Run 1, cell placement:
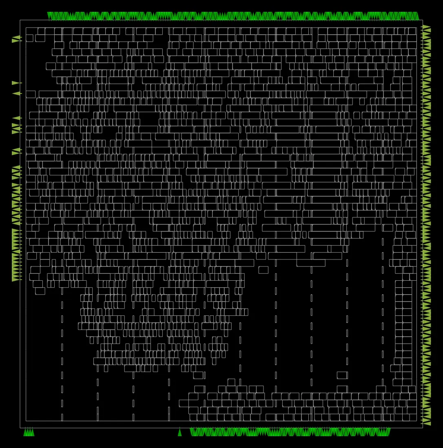
Run 1, clock distribution:
Bar = 50 µm.
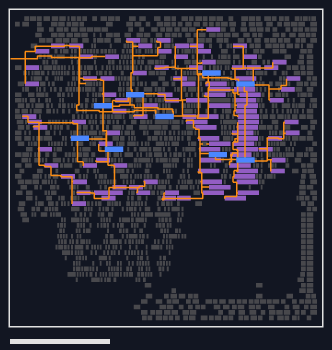
Run 1, cell classes on the final placement:
Bar = 50 µm.
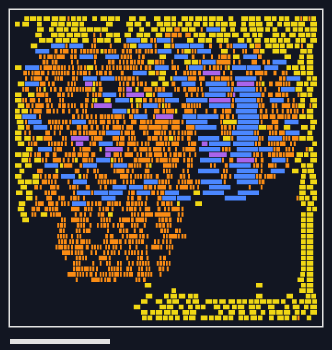
$ cat src/rtl/ami_rd_split_if.sv
// ami_rd_split bus bundle: user command, AXI AR/R channels,
// user read-data channel and status flags.
interface ami_rd_split_if #(
    parameter int AXI_DW = 128,
    parameter int AXI_AW = 32,
    parameter int AXI_IW = 8,
    parameter int AXI_LW = 8,
    parameter int USR_LW = 16
);
    logic [AXI_IW-1:0] usr_cmd_id;
    logic [AXI_AW-1:0] usr_cmd_addr;
    logic [USR_LW-1:0] usr_cmd_len;
    logic              usr_cmd_valid;
    logic              usr_cmd_ready;

    logic [AXI_IW-1:0] ARID;
    logic [AXI_AW-1:0] ARADDR;
    logic [AXI_LW-1:0] ARLEN;
    logic [2:0]        ARSIZE;
    logic [1:0]        ARBURST;
    logic              ARVALID;
    logic              ARREADY;

    logic [AXI_IW-1:0] RID;
    logic [AXI_DW-1:0] RDATA;
    logic [1:0]        RRESP;
    logic              RLAST;
    logic              RVALID;
    logic              RREADY;

    logic [AXI_IW-1:0] usr_rid;
    logic [AXI_DW-1:0] usr_rdata;
    logic [1:0]        usr_rresp;
    logic              usr_rlast;
    logic              usr_rvalid;
    logic              usr_rready;

    logic              busy;
    logic              err_rlast;
    logic              err_rid;

    modport master (
        input  usr_cmd_id, usr_cmd_addr, usr_cmd_len, usr_cmd_valid,
        output usr_cmd_ready,
        output ARID, ARADDR, ARLEN, ARSIZE, ARBURST, ARVALID,
        input  ARREADY,
        input  RID, RDATA, RRESP, RLAST, RVALID,
        output RREADY,
        output usr_rid, usr_rdata, usr_rresp, usr_rlast, usr_rvalid,
        input  usr_rready,
        output busy, err_rlast, err_rid
    );

    modport slave (
        output usr_cmd_id, usr_cmd_addr, usr_cmd_len, usr_cmd_valid,
        input  usr_cmd_ready,
        input  ARID, ARADDR, ARLEN, ARSIZE, ARBURST, ARVALID,
        output ARREADY,
        output RID, RDATA, RRESP, RLAST, RVALID,
        input  RREADY,
        input  usr_rid, usr_rdata, usr_rresp, usr_rlast, usr_rvalid,
        output usr_rready,
        input  busy, err_rlast, err_rid
    );
endinterface

$ cat src/rtl/ami_rd_split.sv
// AXI read engine: splits one user read command into INCR bursts
// capped at AMI_ML beats and never crossing a 4 KB page.
module ami_rd_split #(
    parameter int AXI_DW = 128,
    parameter int AXI_AW = 32,
    parameter int AXI_IW = 8,
    parameter int AXI_LW = 8,
    parameter int AMI_OD = 4,
    parameter int AMI_ML = 16,
    parameter int USR_LW = 16
) (
    input logic            ACLK,
    input logic            ARESETn,
    ami_rd_split_if.master bus
);
    localparam int BYTES = AXI_DW / 8;
    localparam int SZ    = $clog2(BYTES);
    localparam int RW    = USR_LW + 1;
    localparam int BW    = (RW > 13) ? RW : 13;
    localparam int CW    = $clog2(AMI_OD + 1);
    localparam int PW    = (AMI_OD > 1) ? $clog2(AMI_OD) : 1;

    typedef enum logic [1:0] {IDLE, ISSUE, DRAIN} state_t;

    state_t state, state_nxt;

    logic [AXI_AW-1:0] cur_addr;
    logic [RW-1:0]     rem;
    logic [AXI_IW-1:0] cid;
    logic [CW-1:0]     ost_cc, ost_nxt;
    logic [AXI_LW-1:0] bcnt;
    logic [PW-1:0]     wr_ptr, rd_ptr;

    logic [AMI_OD-1:0][AXI_LW-1:0] q_len;
    logic [AMI_OD-1:0]             q_fin;

    logic              err_rlast, err_rid;
    logic [12:0]       page_bytes;
    logic [BW-1:0]     page_beats, beats;
    logic [RW-1:0]     rem_nxt;
    logic              cmd_hs, ar_valid, ar_hs;
    logic              ost_nz, exp_last, r_hs, r_done;

    assign cmd_hs     = (state == IDLE) && bus.usr_cmd_valid;
    assign page_bytes = 13'h1000 - {1'b0, cur_addr[11:0]};
    assign page_beats = BW'(page_bytes >> SZ);

    // Burst size: smallest of remaining beats, max burst, page room.
    always_comb begin
        beats = BW'(rem);
        if (beats > BW'(AMI_ML)) beats = BW'(AMI_ML);
        if (beats > page_beats)  beats = page_beats;
    end

    assign rem_nxt  = rem - RW'(beats);
    assign ar_valid = (state == ISSUE) && (ost_cc < CW'(AMI_OD));
    assign ar_hs    = ar_valid && bus.ARREADY;

    assign ost_nz   = (ost_cc != '0);
    assign exp_last = (bcnt == q_len[rd_ptr]);
    assign r_hs     = bus.RVALID && bus.usr_rready && ost_nz;
    assign r_done   = r_hs && exp_last;

    // Outstanding count; a simultaneous issue and burst end cancel out.
    always_comb begin
        ost_nxt = ost_cc;
        unique case ({ar_hs, r_done})
            2'b10:   ost_nxt = ost_cc + CW'(1);
            2'b01:   ost_nxt = ost_cc - CW'(1);
            default: ost_nxt = ost_cc;
        endcase
    end

    // Next-state logic for the command FSM.
    always_comb begin
        state_nxt = state;
        unique case (state)
            IDLE:    if (bus.usr_cmd_valid) state_nxt = ISSUE;
            ISSUE:   if (ar_hs && rem_nxt == '0) state_nxt = DRAIN;
            DRAIN:   if (ost_nxt == '0) state_nxt = IDLE;
            default: state_nxt = IDLE;
        endcase
    end

    // State, address walk, counters and sticky error flags.
    always_ff @(posedge ACLK) begin
        if (!ARESETn) begin
            state     <= IDLE;
            cur_addr  <= '0;
            rem       <= '0;
            cid       <= '0;
            ost_cc    <= '0;
            bcnt      <= '0;
            wr_ptr    <= '0;
            rd_ptr    <= '0;
            err_rlast <= 1'b0;
            err_rid   <= 1'b0;
        end else begin
            state  <= state_nxt;
            ost_cc <= ost_nxt;
            if (cmd_hs) begin
                cur_addr  <= bus.usr_cmd_addr & ~AXI_AW'(BYTES - 1);
                rem       <= RW'(bus.usr_cmd_len) + RW'(1);
                cid       <= bus.usr_cmd_id;
                err_rlast <= 1'b0;
                err_rid   <= 1'b0;
            end else if (ar_hs) begin
                cur_addr <= cur_addr + (AXI_AW'(beats) << SZ);
                rem      <= rem_nxt;
            end
            if (ar_hs) begin
                wr_ptr <= (wr_ptr == PW'(AMI_OD - 1)) ? '0 : wr_ptr + PW'(1);
            end
            if (r_hs) begin
                bcnt <= exp_last ? '0 : bcnt + AXI_LW'(1);
                if (bus.RLAST != exp_last) err_rlast <= 1'b1;
                if (bus.RID != cid)        err_rid   <= 1'b1;
            end
            if (r_done) begin
                rd_ptr <= (rd_ptr == PW'(AMI_OD - 1)) ? '0 : rd_ptr + PW'(1);
            end
        end
    end

    // Length queue: burst length and final-burst marker per issued AR.
    always_ff @(posedge ACLK) begin
        if (ar_hs) begin
            q_len[wr_ptr] <= AXI_LW'(beats - BW'(1));
            q_fin[wr_ptr] <= (rem_nxt == '0);
        end
    end

    assign bus.usr_cmd_ready = (state == IDLE);
    assign bus.busy          = (state != IDLE);
    assign bus.err_rlast     = err_rlast;
    assign bus.err_rid       = err_rid;

    assign bus.ARID    = cid;
    assign bus.ARADDR  = cur_addr;
    assign bus.ARLEN   = (state == ISSUE) ? AXI_LW'(beats - BW'(1)) : '0;
    assign bus.ARSIZE  = 3'(SZ);
    assign bus.ARBURST = 2'b01;
    assign bus.ARVALID = ar_valid;

    assign bus.RREADY     = bus.usr_rready && ost_nz;
    assign bus.usr_rvalid = bus.RVALID && ost_nz;
    assign bus.usr_rid    = bus.RID;
    assign bus.usr_rdata  = bus.RDATA;
    assign bus.usr_rresp  = bus.RRESP;
    assign bus.usr_rlast  = ost_nz && exp_last && q_fin[rd_ptr];
endmodule

$ cat src/flat_wrapper.sv
// flat-port wrapper written by rule: the top's interface ports become plain ports
module ami_rd_split_flat 
#(
    parameter int AXI_DW = 128,
    parameter int AXI_AW = 32,
    parameter int AXI_IW = 8,
    parameter int AXI_LW = 8,
    parameter int AMI_OD = 4,
    parameter int AMI_ML = 16,
    parameter int USR_LW = 16
)
  (ACLK, ARESETn, bus_usr_cmd_id, bus_usr_cmd_addr, bus_usr_cmd_len, bus_usr_cmd_valid, bus_usr_cmd_ready, bus_ARID, bus_ARADDR, bus_ARLEN, bus_ARSIZE, bus_ARBURST, bus_ARVALID, bus_ARREADY, bus_RID, bus_RDATA, bus_RRESP, bus_RLAST, bus_RVALID, bus_RREADY, bus_usr_rid, bus_usr_rdata, bus_usr_rresp, bus_usr_rlast, bus_usr_rvalid, bus_usr_rready, bus_busy, bus_err_rlast, bus_err_rid);
  ami_rd_split_if #(.AXI_DW(AXI_DW), .AXI_AW(AXI_AW), .AXI_IW(AXI_IW), .AXI_LW(AXI_LW), .USR_LW(USR_LW)) bus_i ();
  input logic ACLK;
  input logic ARESETn;
  input wire logic [$bits(bus_i.usr_cmd_id)-1:0] bus_usr_cmd_id;
  input wire logic [$bits(bus_i.usr_cmd_addr)-1:0] bus_usr_cmd_addr;
  input wire logic [$bits(bus_i.usr_cmd_len)-1:0] bus_usr_cmd_len;
  input wire logic [$bits(bus_i.usr_cmd_valid)-1:0] bus_usr_cmd_valid;
  output wire logic [$bits(bus_i.usr_cmd_ready)-1:0] bus_usr_cmd_ready;
  output wire logic [$bits(bus_i.ARID)-1:0] bus_ARID;
  output wire logic [$bits(bus_i.ARADDR)-1:0] bus_ARADDR;
  output wire logic [$bits(bus_i.ARLEN)-1:0] bus_ARLEN;
  output wire logic [$bits(bus_i.ARSIZE)-1:0] bus_ARSIZE;
  output wire logic [$bits(bus_i.ARBURST)-1:0] bus_ARBURST;
  output wire logic [$bits(bus_i.ARVALID)-1:0] bus_ARVALID;
  input wire logic [$bits(bus_i.ARREADY)-1:0] bus_ARREADY;
  input wire logic [$bits(bus_i.RID)-1:0] bus_RID;
  input wire logic [$bits(bus_i.RDATA)-1:0] bus_RDATA;
  input wire logic [$bits(bus_i.RRESP)-1:0] bus_RRESP;
  input wire logic [$bits(bus_i.RLAST)-1:0] bus_RLAST;
  input wire logic [$bits(bus_i.RVALID)-1:0] bus_RVALID;
  output wire logic [$bits(bus_i.RREADY)-1:0] bus_RREADY;
  output wire logic [$bits(bus_i.usr_rid)-1:0] bus_usr_rid;
  output wire logic [$bits(bus_i.usr_rdata)-1:0] bus_usr_rdata;
  output wire logic [$bits(bus_i.usr_rresp)-1:0] bus_usr_rresp;
  output wire logic [$bits(bus_i.usr_rlast)-1:0] bus_usr_rlast;
  output wire logic [$bits(bus_i.usr_rvalid)-1:0] bus_usr_rvalid;
  input wire logic [$bits(bus_i.usr_rready)-1:0] bus_usr_rready;
  output wire logic [$bits(bus_i.busy)-1:0] bus_busy;
  output wire logic [$bits(bus_i.err_rlast)-1:0] bus_err_rlast;
  output wire logic [$bits(bus_i.err_rid)-1:0] bus_err_rid;
  assign bus_i.usr_cmd_id = bus_usr_cmd_id;
  assign bus_i.usr_cmd_addr = bus_usr_cmd_addr;
  assign bus_i.usr_cmd_len = bus_usr_cmd_len;
  assign bus_i.usr_cmd_valid = bus_usr_cmd_valid;
  assign bus_usr_cmd_ready = bus_i.usr_cmd_ready;
  assign bus_ARID = bus_i.ARID;
  assign bus_ARADDR = bus_i.ARADDR;
  assign bus_ARLEN = bus_i.ARLEN;
  assign bus_ARSIZE = bus_i.ARSIZE;
  assign bus_ARBURST = bus_i.ARBURST;
  assign bus_ARVALID = bus_i.ARVALID;
  assign bus_i.ARREADY = bus_ARREADY;
  assign bus_i.RID = bus_RID;
  assign bus_i.RDATA = bus_RDATA;
  assign bus_i.RRESP = bus_RRESP;
  assign bus_i.RLAST = bus_RLAST;
  assign bus_i.RVALID = bus_RVALID;
  assign bus_RREADY = bus_i.RREADY;
  assign bus_usr_rid = bus_i.usr_rid;
  assign bus_usr_rdata = bus_i.usr_rdata;
  assign bus_usr_rresp = bus_i.usr_rresp;
  assign bus_usr_rlast = bus_i.usr_rlast;
  assign bus_usr_rvalid = bus_i.usr_rvalid;
  assign bus_i.usr_rready = bus_usr_rready;
  assign bus_busy = bus_i.busy;
  assign bus_err_rlast = bus_i.err_rlast;
  assign bus_err_rid = bus_i.err_rid;
  ami_rd_split #(.AXI_DW(AXI_DW), .AXI_AW(AXI_AW), .AXI_IW(AXI_IW), .AXI_LW(AXI_LW), .AMI_OD(AMI_OD), .AMI_ML(AMI_ML), .USR_LW(USR_LW)) u_core (.ACLK(ACLK), .ARESETn(ARESETn), .bus(bus_i));
endmodule
$ cat config.mk
export PLATFORM = sky130hd
export DESIGN_NAME = ami_rd_split_flat
export DESIGN_NICKNAME = d
export VERILOG_FILES = /design/src/rtl/ami_rd_split_if.sv /design/src/rtl/ami_rd_split.sv /design/src/flat_wrapper.sv
export SDC_FILE = /design/constraint.sdc
export NUM_CORES = 1
export LEC_CHECK = 0
export ABC_AREA = 1
export CAP_MARGIN = 20
export CORE_AREA = 2 2 154 156
export CTS_CLUSTER_SIZE = 24
export DETAILED_ROUTE_END_ITERATION = 10
export DIE_AREA = 0 0 156 158
export GPL_TIMING_DRIVEN = 0
export MAX_ROUTING_LAYER = met4
export PLACE_DENSITY = 0.76
export SYNTH_ARGS = -nofsm -noshare
export SYNTH_HDL_FRONTEND = slang
export SYNTH_SLANG_ARGS = --single-unit
$ cat constraint.sdc
create_clock -name ACLK -period 4.9 [get_ports ACLK]
set_input_delay 0.49 -clock ACLK [delete_from_list [all_inputs] [get_ports ACLK]]
set_output_delay 0.49 -clock ACLK [all_outputs]
set_load 0.01 [all_outputs]
==> results.toml, run 1 <==
# yosys + openroad results
[global_routing]
grt_use_total_pct = 21.8
grt_pass1_wl_mm = 41.7

[pwr]
powerComb_mw = 2.30
leakage_nw = 5.79
p_total_mw = 4.20
p_seq_mw = 1.15
switchingPower_mw = 1.81
p_int_mw = 2.40
p_sw_share_pct = 43.0

[routing]
viasPerCell = 4.83
routed_wl_mm = 27.8
vias = 9346
drt_iter0_drc = 684
drc = 0
ant_nets = 0
first_pass_iters = 5

[sta]
fin_skew_ps = 5.06
setup_viol = 0
tns_ps = 0
period_needed_ps = 4600
fin_ws_ps = 301
hold_ws_ps = 470
fmax_ghz = 0.217
worst_slew_pin_slew_ps = 888
hold_viol = 0

[synthesis]
mux_share_pct = 0
simple_gate_share_pct = 29.8
ys_chip_area_mm2 = 0.00913
syn_area_per_cell_um2 = 6.80
ys_sh_xor_pct = 4.32
top_logic_kind = "simple AND/OR/NAND/NOR gates"
synth-main-ff-cell = "dfxtp_1"

[critical_path]
cp_slowest_cell = "clkdlybuf4s50_1"
cp_common_cell = "nand2_1"
path_max_fanout = 7
cp-end-kind = "output port"
cp_num_cells = 23
worstReg2RegStart = "u_core.bus.ARADDR[4]$_SDFFE_PN0P_"
path_class = "register to output port"
worstPathArrival_ps = 4110
crit_family = "simple AND/OR/NAND/NOR gates"
required_ps = 4410
crit_path_end = "bus_ARLEN[6]"
max_stage_delay_ps = 560

[floorplan]
core_area_mm2 = 0.0231
fp.dieH_um = 158
rows = 56
boundaryPins = 400
die_width_um = 156

[place]
dp.cells = 1916
pre_cts_slack_ps = -49.0
port_buffers = 256
dpl_cell_area_mm2 = 0.0122
place.gp.congestion = 0.948
dp_hpwl_mm = 22.8

[final_layout]
logic_area_mm2 = 0.00492
dominant-cell-class = "logic gates"
areaGrowthSynthToFinish_pct = 37.3
buffers_excl_clock = 431
final_area_mm2 = 0.0125
largest_register_ffs = 32
fillers = 2152
comb_share_pct = 39.3
comb_cells = 932
clockNetworkAreaShare_pct = 2.46
nonClkBufAreaFrac_pct = 30.5
inverters = 157

[min_path]
min_path_type = "register to register"

[cts]
clkSinkCount = 108
numCtsBuffers = 9
htree_levels = 3
worstSkewPairLatency_ps = 350
clock_path_buffers = 2

[flow_run]
warning_count = 33
cap_violations = 0

[run_status]
outcome = "completed"
Notes on 'cell placement' above:
sequential cell area share: 20.1%
tapcell count: 290
flop count: 108
Finished Core Util: 54.4%

Notes on 'clock distribution' above:
Key: cells driving clock nets = blue [count 9]; clock wires = orange [length 1270 µm]; flip-flops = purple [count 108]
There are 10 routed clock nets.

Notes on 'cell classes on the final placement' above:
Key: flip-flops = blue [cells 108, share of their area 21%]; clock drivers and dummy loads = purple [cells 16, share of their area 2.5%]; all other logic = orange [cells 1089, share of their area 45%]; other buffers and delay cells = yellow [cells 431, share of their area 31%]

-- run 1: routing by layer --
layer	up-vias	global-route usage, %	part of all wire [%]
met5	-	-	0
met4	0	6.16	2.3
met3	46	3.94	7.4
met2	351	36.8	49
met1	4186	26.8	42
li1	4763	-	-
-- run 1: cell usage after synthesis, types with 2 or more instances --
| cell type | count | area (µm²) |
|---|---|---|
| and2_1 | 4 | 25.0 |
| inv_1 | 147 | 552 |
| o21ai_0 | 45 | 225 |
| buf_1 | 2 | 7.51 |
| clkbuf_1 | 9 | 33.8 |
| a21o_1 | 2 | 15.0 |
| nand3_1 | 96 | 480 |
| a211oi_1 | 2 | 15.0 |
| nand3_2 | 5 | 50.1 |
| a21boi_1 | 2 | 15.0 |
| fa_1 | 3 | 60.1 |
| nor3_2 | 3 | 30.0 |
| buf_6 | 2 | 22.5 |
| xnor2_1 | 17 | 149 |
| conb_1 | 2 | 7.51 |
| xor2_1 | 28 | 245 |
| buf_2 | 12 | 60.1 |
| ha_1 | 52 | 651 |
| nand2_1 | 349 | 1310 |
| o211ai_1 | 2 | 15.0 |
| nor2_2 | 4 | 25.0 |
| edfxtp_1 | 36 | 1080 |
| nor3_1 | 8 | 40.0 |
| nand4_1 | 20 | 125 |
| a22o_1 | 2 | 17.5 |
| nand2_2 | 8 | 50.1 |
| nor2_1 | 121 | 454 |
| buf_4 | 147 | 1100 |
| or2_2 | 10 | 62.6 |
| nand3b_1 | 5 | 37.5 |
| inv_2 | 10 | 37.5 |
| o21ai_1 | 6 | 30.0 |
| a31oi_1 | 34 | 213 |
| dfxtp_1 | 72 | 1440 |
| o21bai_1 | 4 | 30.0 |
| a21oi_1 | 64 | 320 |
==> run 2: changes to the inputs <==
- SLEW_MARGIN: default -> 20
Run 2, clock distribution:
Bar = 50 µm.
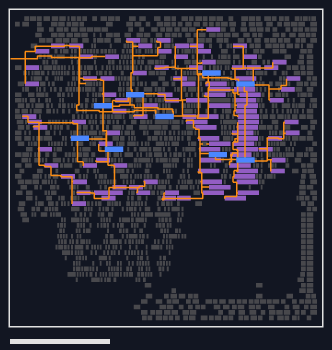
Key: clock wires = orange [length 1270 µm]; flip-flops = purple [count 108]; cells driving clock nets = blue [count 9]
There are 10 routed clock nets.

==> run 2 against run 1 <==
Compared with the run above:
- register-to-register slack about the same
- via count unchanged
- synthesized cell count stayed put
- sequential power about the same
- first-iteration DRC count is the same
- sequential cell count is the same
- routed wire length did not move
- clock skew is the same
- critical path depth unchanged
- global-route usage did not move
- non-clock buffer count is the same
- combinational power hardly changed
- critical endpoint unchanged
- largest cell class unchanged
==> results.toml, run 2 <==
# yosys + openroad results
[run_status]
outcome = "completed"

[critical_path]
cp_slowest_cell = "clkdlybuf4s50_1"
path_class = "register to output port"
worstPathArrival_ps = 4110
max_stage_delay_ps = 560
cp-end-kind = "output port"
path_max_fanout = 7
worstReg2RegStart = "u_core.bus.ARADDR[4]$_SDFFE_PN0P_"
cp_common_cell = "nand2_1"
required_ps = 4410

[final_layout]
final_area_mm2 = 0.0125
layout_top_cell = "nand2_1"
largest_register_ffs = 32
regMostFlops = "u_core.q_len"
antenna_cells = 0
areaGrowthSynthToFinish_pct = 37.3
fin_nets = 1895
post-route-util_pct = 54.4

[synthesis]
synth-main-ff-cell = "dfxtp_1"
topCellsByArea = "dfxtp_1 16%, nand2_1 14%, buf_4 12%"
syn_area_per_cell_um2 = 6.80
top_cells_by_count = "349 x nand2_1, 147 x buf_4, 147 x inv_1"
synth.most_common_cell = "nand2_1"
ys_chip_area_mm2 = 0.00913

[routing]
drt_iter0_drc = 684
vias = 9346
viasPerCell = 4.83
ant_nets = 0
first_pass_iters = 5
routed_wl_mm = 27.8
drc = 0

[place]
pre_cts_slack_ps = -49.0
dp_hpwl_mm = 22.8
dpl_cell_area_mm2 = 0.0122
place.gp.congestion = 0.948
port_buffers = 256
dp.cells = 1916

[sta]
fmax_ghz = 0.217
period_needed_ps = 4600
hold_viol = 0
fin_ws_ps = 301
hold_ws_ps = 470
tns_ps = 0
setup_viol = 0
worst_slew_pin_slew_ps = 888
fin_skew_ps = 5.06

[cts]
htree_levels = 3
clock_path_buffers = 2
worstSkewPairLatency_ps = 350
clkSinkCount = 108
numCtsBuffers = 9

[flow_run]
warning_count = 33
cap_violations = 0

[global_routing]
grt_pass1_vias = 8482
grt_max_degree = 20
grt_use_total_pct = 21.8
grt_pass1_wl_mm = 41.7

[pwr]
power.density_mw_per_mm2 = 335
p_total_mw = 4.20
leakage_nw = 5.79

[floorplan]
core_util_floorplan_pct = 39.6
core_area_mm2 = 0.0231
die_width_um = 156
rows = 56
boundaryPins = 400
fp.dieH_um = 158
Run 2, selected gate families:
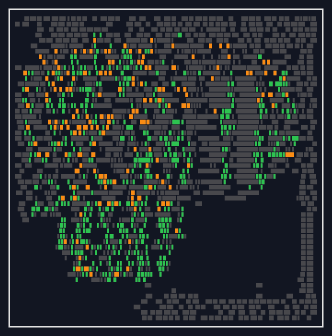
Key: inverting AOI/OAI gates = orange [cells 162]; NAND gates = green [cells 483]

run 2: area by class of cell:
type                            instances  area (µm²)
Fill cell                            2152       10500
Inverter                              157         589
Tap cell                              290         363
Timing Repair Buffer                  258        2580
Clock buffer                            9         225
Sequential cell                       108        2520
Clock inverter                          7        82.6
Buffer                                173        1250
Multi-Input combinational cell        932        4920
run 2: power breakdown:
part	total (mW)	internal [mW]	switching [mW]
clock network	0.757	0.407	0.350
logic	2.30	0.911	1.38
registers	1.15	1.08	0.0706
total	4.20	2.40	1.81
run 2: worst paths after layout:
check	endpoint	slack [ps]	depth (start not counted)
setup / recovery	bus_ARLEN[6]	300	23
hold / removal	u_core.bus.err_rlast$_SDFF_PN0_	470	2
setup reg to reg	u_core.state[1]$_SDFFE_PN0P_	360	28
hold reg to reg	u_core.bus.err_rlast$_SDFF_PN0_	470	2
run 2: cells by family after synthesis:
logic type | count (synthesis) | synth area share (%)
xor gates and xnor gates | 45 | 4.32
adders and majority gates | 55 | 7.78
buffers and inverters | 330 | 20.1
AOI/OAI and AO/OA | 168 | 10.3
and+or+nand+nor | 636 | 29.8
other | 2 | 0.0822
DFF | 108 | 27.6
run 2: what timing repair did:
action | CTS | global route
resized | 1 | 16
pin swaps | 1 | 3
endpoints found under the setup margin | 6 | 11
buffers inserted | 1 | 1
run 2: per-layer routing:
metal | global-route usage, % | wire length, µm | up-vias | part of all wire [%]
met5 | - | 0 | - | 0
met3 | 3.94 | 2060 | 46 | 7.4
met1 | 26.8 | 11600 | 4186 | 42
met2 | 36.8 | 13500 | 351 | 49
li1 | - | - | 4763 | -
met4 | 6.16 | 638 | 0 | 2.3
run 2: worst max-delay path, delay by kind of cell (launching register included):
family / cells / cell delay [ps]
buf+inv: 4 / 890
flops: 1 / 360
simple gates: 16 / 1820
fa+ha+maj: 3 / 700
Power is estimated from default activity; no workload was simulated.
